==> images/clock_nets.png <==
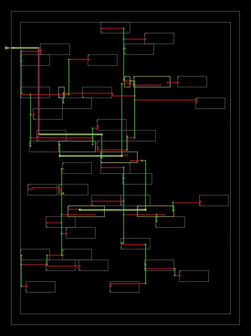
==> images/util_map.png <==
Scale: 4 px per um. The die is cut into 6 by 8 equal tiles; white is low, dark blue is high, 0 to 100% covered.
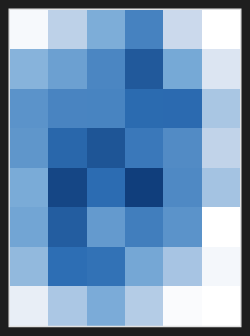
==> images/floorplan.png <==
Scale: 4 px per um. Pins as bars on the die edge. Tap cells in gray.
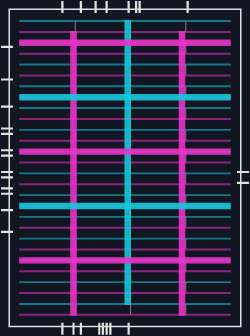
==> images/layers.png <==
Scale: 6 px per um.
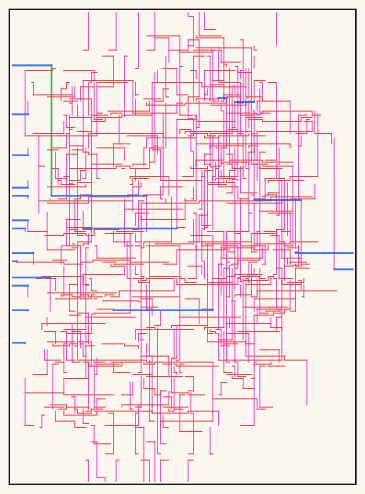
[config.mk]
export PLATFORM = sky130hd
export DESIGN_NAME = dac_spi_out
export DESIGN_NICKNAME = d
export VERILOG_FILES = /design/src/rtl/dac_spi_out.sv
export SDC_FILE = /design/constraint.sdc
export NUM_CORES = 1
export LEC_CHECK = 0
export ABC_AREA = 0
export CORE_ASPECT_RATIO = 1.4
export CORE_MARGIN = 2
export CORE_UTILIZATION = 45
export CTS_BUF_LIST = sky130_fd_sc_hd__clkbuf_16
export CTS_CLUSTER_SIZE = 10
export DETAILED_ROUTE_END_ITERATION = 10
export HOLD_SLACK_MARGIN = 0.08
export PLACE_DENSITY = 0.72
export SYNTH_ARGS = -nofsm -noshare
export SYNTH_HDL_FRONTEND = slang
export SYNTH_SLANG_ARGS = --single-unit
[constraint.sdc]
create_clock -name clock_in -period 1.65 [get_ports clock_in]
set_input_delay 0.165 -clock clock_in [delete_from_list [all_inputs] [get_ports clock_in]]
set_output_delay 0.165 -clock clock_in [all_outputs]
set_load 0.03 [all_outputs]
[src/rtl/dac_spi_out.sv]
// -----------------------------------------------------------------------------
// dac_spi_out
//
// Serial transmitter for the MAX5134 quad DAC. A one-cycle (level-tested)
// `send` strobe captures a command word (command/channel byte followed by a
// 16-bit DAC code) and shifts it out MSB-first as one chip-select-framed SPI
// transaction. SCLK idles low; DIN changes on SCLK rising edges so it is
// stable when the DAC samples on the falling edge.
//
// Frame sequence (H = CLK_HALF, cycle 0 = accepting edge):
//   IDLE -> SETUP (H cycles, CS low, SCLK low)
//        -> SHIFT_HI / SHIFT_LO alternating, H cycles each, WORD_BITS times
//        -> HOLD (the low phase after the last falling edge, H cycles)
//        -> GAP  (CS high, busy still high, H cycles) -> IDLE
//
// Parameters:
//   CLK_HALF   clock_in cycles per SCLK half-period (>= 1)
//   WORD_BITS  frame length in bits (>= 2)
//
// Ports:
//   clock_in       in   system clock, rising edge
//   rstn           in   synchronous active-low reset
//   data_in        in   command word, captured when a frame is accepted
//   send           in   start request, sampled every cycle
//   busy           out  high from frame acceptance until the next may start
//   spi_cs_out     out  active-low DAC chip select
//   spi_clock_out  out  SCLK, idles low
//   spi_data_out   out  DIN, MSB first
// -----------------------------------------------------------------------------
module dac_spi_out #(
    parameter int CLK_HALF  = 2,
    parameter int WORD_BITS = 24
) (
    input  logic                 clock_in,
    input  logic                 rstn,
    input  logic [WORD_BITS-1:0] data_in,
    input  logic                 send,
    output logic                 busy,
    output logic                 spi_cs_out,
    output logic                 spi_clock_out,
    output logic                 spi_data_out
);

    // Counter widths: the phase counter holds 0..CLK_HALF-1, the bit counter
    // holds 0..WORD_BITS-1.
    localparam int CNT_W = (CLK_HALF > 1) ? $clog2(CLK_HALF) : 1;
    localparam int BIT_W = (WORD_BITS > 1) ? $clog2(WORD_BITS) : 1;

    localparam logic [CNT_W-1:0] CNT_RELOAD = CNT_W'(CLK_HALF - 1);
    localparam logic [CNT_W-1:0] CNT_ZERO   = CNT_W'(0);
    localparam logic [CNT_W-1:0] CNT_ONE    = CNT_W'(1);
    localparam logic [BIT_W-1:0] BIT_ZERO   = BIT_W'(0);
    localparam logic [BIT_W-1:0] BIT_ONE    = BIT_W'(1);
    localparam logic [BIT_W-1:0] BIT_LAST   = BIT_W'(WORD_BITS - 1);

    // FSM state encoding
    localparam logic [2:0] ST_IDLE     = 3'd0;
    localparam logic [2:0] ST_SETUP    = 3'd1;
    localparam logic [2:0] ST_SHIFT_HI = 3'd2;
    localparam logic [2:0] ST_SHIFT_LO = 3'd3;
    localparam logic [2:0] ST_HOLD     = 3'd4;
    localparam logic [2:0] ST_GAP      = 3'd5;

    logic [2:0]           state_q, state_d;
    logic [CNT_W-1:0]     cnt_q,   cnt_d;
    logic [BIT_W-1:0]     bit_q,   bit_d;
    logic [WORD_BITS-1:0] shreg_q, shreg_d;
    logic                 busy_q,  busy_d;
    logic                 cs_q,    cs_d;
    logic                 sclk_q,  sclk_d;
    logic                 din_q,   din_d;

    // The phase counter expires on the last cycle of the current half-period.
    logic phase_done_s;
    assign phase_done_s = (cnt_q == CNT_ZERO);

    // Next-state and next-output logic for the frame sequencer.
    always_comb begin
        state_d = state_q;
        cnt_d   = cnt_q;
        bit_d   = bit_q;
        shreg_d = shreg_q;
        busy_d  = busy_q;
        cs_d    = cs_q;
        sclk_d  = sclk_q;
        din_d   = din_q;

        case (state_q)
            ST_IDLE: begin
                if (send) begin
                    // Capture the whole word now; later data_in changes are ignored.
                    shreg_d = data_in;
                    cs_d    = 1'b0;
                    busy_d  = 1'b1;
                    cnt_d   = CNT_RELOAD;
                    bit_d   = BIT_ZERO;
                    state_d = ST_SETUP;
                end else begin
                    state_d = ST_IDLE;
                end
            end

            ST_SETUP: begin
                if (phase_done_s) begin
                    // First rising edge presents the MSB.
                    sclk_d  = 1'b1;
                    din_d   = shreg_q[WORD_BITS-1];
                    cnt_d   = CNT_RELOAD;
                    state_d = ST_SHIFT_HI;
                end else begin
                    cnt_d = cnt_q - CNT_ONE;
                end
            end

            ST_SHIFT_HI: begin
                if (phase_done_s) begin
                    // Falling edge: DAC samples DIN here. DIN is left untouched
                    // and the register advances so the next bit is ready for
                    // the following rising edge.
                    sclk_d  = 1'b0;
                    shreg_d = {shreg_q[WORD_BITS-2:0], 1'b0};
                    cnt_d   = CNT_RELOAD;
                    if (bit_q == BIT_LAST) begin
                        state_d = ST_HOLD;
                    end else begin
                        bit_d   = bit_q + BIT_ONE;
                        state_d = ST_SHIFT_LO;
                    end
                end else begin
                    cnt_d = cnt_q - CNT_ONE;
                end
            end

            ST_SHIFT_LO: begin
                if (phase_done_s) begin
                    sclk_d  = 1'b1;
                    din_d   = shreg_q[WORD_BITS-1];
                    cnt_d   = CNT_RELOAD;
                    state_d = ST_SHIFT_HI;
                end else begin
                    cnt_d = cnt_q - CNT_ONE;
                end
            end

            ST_HOLD: begin
                if (phase_done_s) begin
                    // Close the frame: CS high and DIN parked low together.
                    cs_d    = 1'b1;
                    din_d   = 1'b0;
                    cnt_d   = CNT_RELOAD;
                    state_d = ST_GAP;
                end else begin
                    cnt_d = cnt_q - CNT_ONE;
                end
            end

            ST_GAP: begin
                if (phase_done_s) begin
                    // CS has been high for a full half-period; allow a new frame.
                    busy_d  = 1'b0;
                    state_d = ST_IDLE;
                end else begin
                    cnt_d = cnt_q - CNT_ONE;
                end
            end

            default: begin
                // Unreachable encodings recover to a quiet idle bus.
                state_d = ST_IDLE;
                cnt_d   = CNT_ZERO;
                bit_d   = BIT_ZERO;
                busy_d  = 1'b0;
                cs_d    = 1'b1;
                sclk_d  = 1'b0;
                din_d   = 1'b0;
            end
        endcase
    end

    // State and output registers with synchronous active-low reset; reset
    // abandons any frame in progress.
    always_ff @(posedge clock_in) begin
        if (!rstn) begin
            state_q <= ST_IDLE;
            cnt_q   <= CNT_ZERO;
            bit_q   <= BIT_ZERO;
            shreg_q <= '0;
            busy_q  <= 1'b0;
            cs_q    <= 1'b1;
            sclk_q  <= 1'b0;
            din_q   <= 1'b0;
        end else begin
            state_q <= state_d;
            cnt_q   <= cnt_d;
            bit_q   <= bit_d;
            shreg_q <= shreg_d;
            busy_q  <= busy_d;
            cs_q    <= cs_d;
            sclk_q  <= sclk_d;
            din_q   <= din_d;
        end
    end

    assign busy          = busy_q;
    assign spi_cs_out    = cs_q;
    assign spi_clock_out = sclk_q;
    assign spi_data_out  = din_q;

endmodule

==> changes_impl.md <==
### Metrics

* Status: finished clean
* Drt total wl at 3630 um
* Via density at 5.54
* Hold WS at 468 ps
* Buffer and inverter count on the worst path at 1
* Root Buffer: clkbuf_16
* Final Skew at 5.98 ps
* Crit path max fanout at 11
* Simple Share, Synth at 13.6%
* Final net count at ~260
* Total power at between 2000 and 3000 uW
* First-pass GRT wire length at just over 6000 um
* CP required at 1860 ps
* Hold-fix buffers at CTS at 0
* Placed Area at about 2200 um^2
* Biggest Area Class: logic gates
* Adder Share, Synth at 0.693%
* Comb area leader: AND-OR/OR-AND gates
* Max Root-Sink Buffers at 2
* Proportion of power drawn by flip-flops and latches at about 43%
* GR Layer Usage met3 at about 4.2%
* Hold Vio Cnt, Final at 0
* YS warnings at 0
* Comb. cell area at 958 um^2
* RSZ-0062 raised after global routing: no
* Register area at 741 um^2
* Biggest register: shreg_q
* Met2 Use GR at 31.1%
* Worst path cell trace: or3b_1 > buf_4 > nor2_1 > a32oi_1 > a21boi_1
* Max power group: registers
* Fillers at 345
* DR top layer: met4
* Diode count at 0
* Flop share of the area at 32.1%
* Cells in synth_stat.txt at 201
* Max-capacitance violation count at 0
* R2R Setup Slk at 100 ps
* Place WS at -54.7 ps
* Pint at 1870 uW
* Final Non-Filler Cells at 276
* Final instance area at about 2300 um^2
* Layout cells sized above 1 at 8.58%
* Final period util at 93.9%
* Most frequent cells in the layout: dfxtp_1, clkdlybuf4s50_1, a21oi_1
* Placed cell count at 269
* 1st-pass router iterations at 4
* Final GP Congestion at 0.786
* Crit path capture type: register
* GRT overflow at 0
* Die area at 4540 um^2
* Port Buf Inserts at 30
* Yosys cell types at 39
* Post-CTS setup buffers at 0
* FF-to-FF path depth at 5
* Chip area in the Yosys report at 1800 um^2
* Mux share at 12.8%
* Mapped Avg Cell Area at between 8 and 9 um^2
* Crit path DAT at 1760 ps
* Clock group at 872 uW
* Reg-to-Reg Start: state_q[1]$_SDFFE_PN0P_
* Commonest Layout Cell: dfxtp_1
* FP Rows at 27
* Reg clk slew, reported paths at 60 ps
* CP startpoint kind: register
* WL met1 at 1630 um
* Total track usage at 17.3%
* Clock buffer count at 5
* Levels on crit path at 5
* Largest net degree at the start of global routing at roughly 48
* Clk_lat worst skew at 280 ps
* Post-cts resize count at 0
* MI comb cells at 145
* Inverter count at 2
* Met2 wire length at 1870 um
* Number of global-route vias before repair at 1464
* Non-CTS buffers at 42
* Sequential cell power at about 1100 uW
* CP endpoint: bit_q[1]$_SDFFE_PN0P_
* Psw at 717 uW
* First DRT Iteration DRCs at 34
-- clock_nets.png (at the start) --
CTS Sinks: 37
Inserted Clock Buffers: 5
seq_cells: 37

-- util_map.png (at the start) --
- densest ninth of the die: middle
- tiles over 75% full: 21%
- fullest tile: 94%
- nearly empty tiles: 6.2%
- mean over tiles: 50%
Post-Route Utilization: 59.4%
Pre-Place Util: 46.4%
core footprint: 3880 um^2

-- floorplan.png (at the start) --
- cyan: VDD
- magenta: VSS
- met4 straps: 3
- signal pins: 31
Die H: 78.9 um
Peak VDD IR: 0.00107 V
Die Width: 57.5 um

-- layers.png (at the start) --
- blue: M3 (wire length 112 um)
- red: M1 (wire length 1630 um)
- magenta: M2 (wire length 1870 um)
- green: M4 (wire length 21.8 um)

Yosys cell counts, drive strengths merged:
| cell | number |
|---|---|
| o21ai | 33 |
| dfxtp | 37 |
| o2111a | 1 |
| nand2b | 7 |
| o21a | 1 |
| nand2 | 7 |
| buf | 8 |
| o211a | 1 |
| a31oi | 2 |
| nand3 | 4 |
| nor3b | 1 |
| nand4b | 1 |
| or3b | 2 |
| a22o | 1 |
| ha | 1 |
| or4b | 1 |
| o311ai | 1 |
| nor4 | 1 |
| o211ai | 2 |
| and2 | 1 |
| nor4b | 1 |
| nor2b | 7 |
| inv | 2 |
| mux2i | 23 |
| nor3 | 1 |
| a32oi | 2 |
| nor2 | 7 |
| a21oi | 29 |
| clkbuf | 9 |
| a21boi | 4 |
| a211oi | 1 |
| o2bb2ai | 1 |
| a22oi | 1 |
Power is estimated from default activity; no workload was simulated.
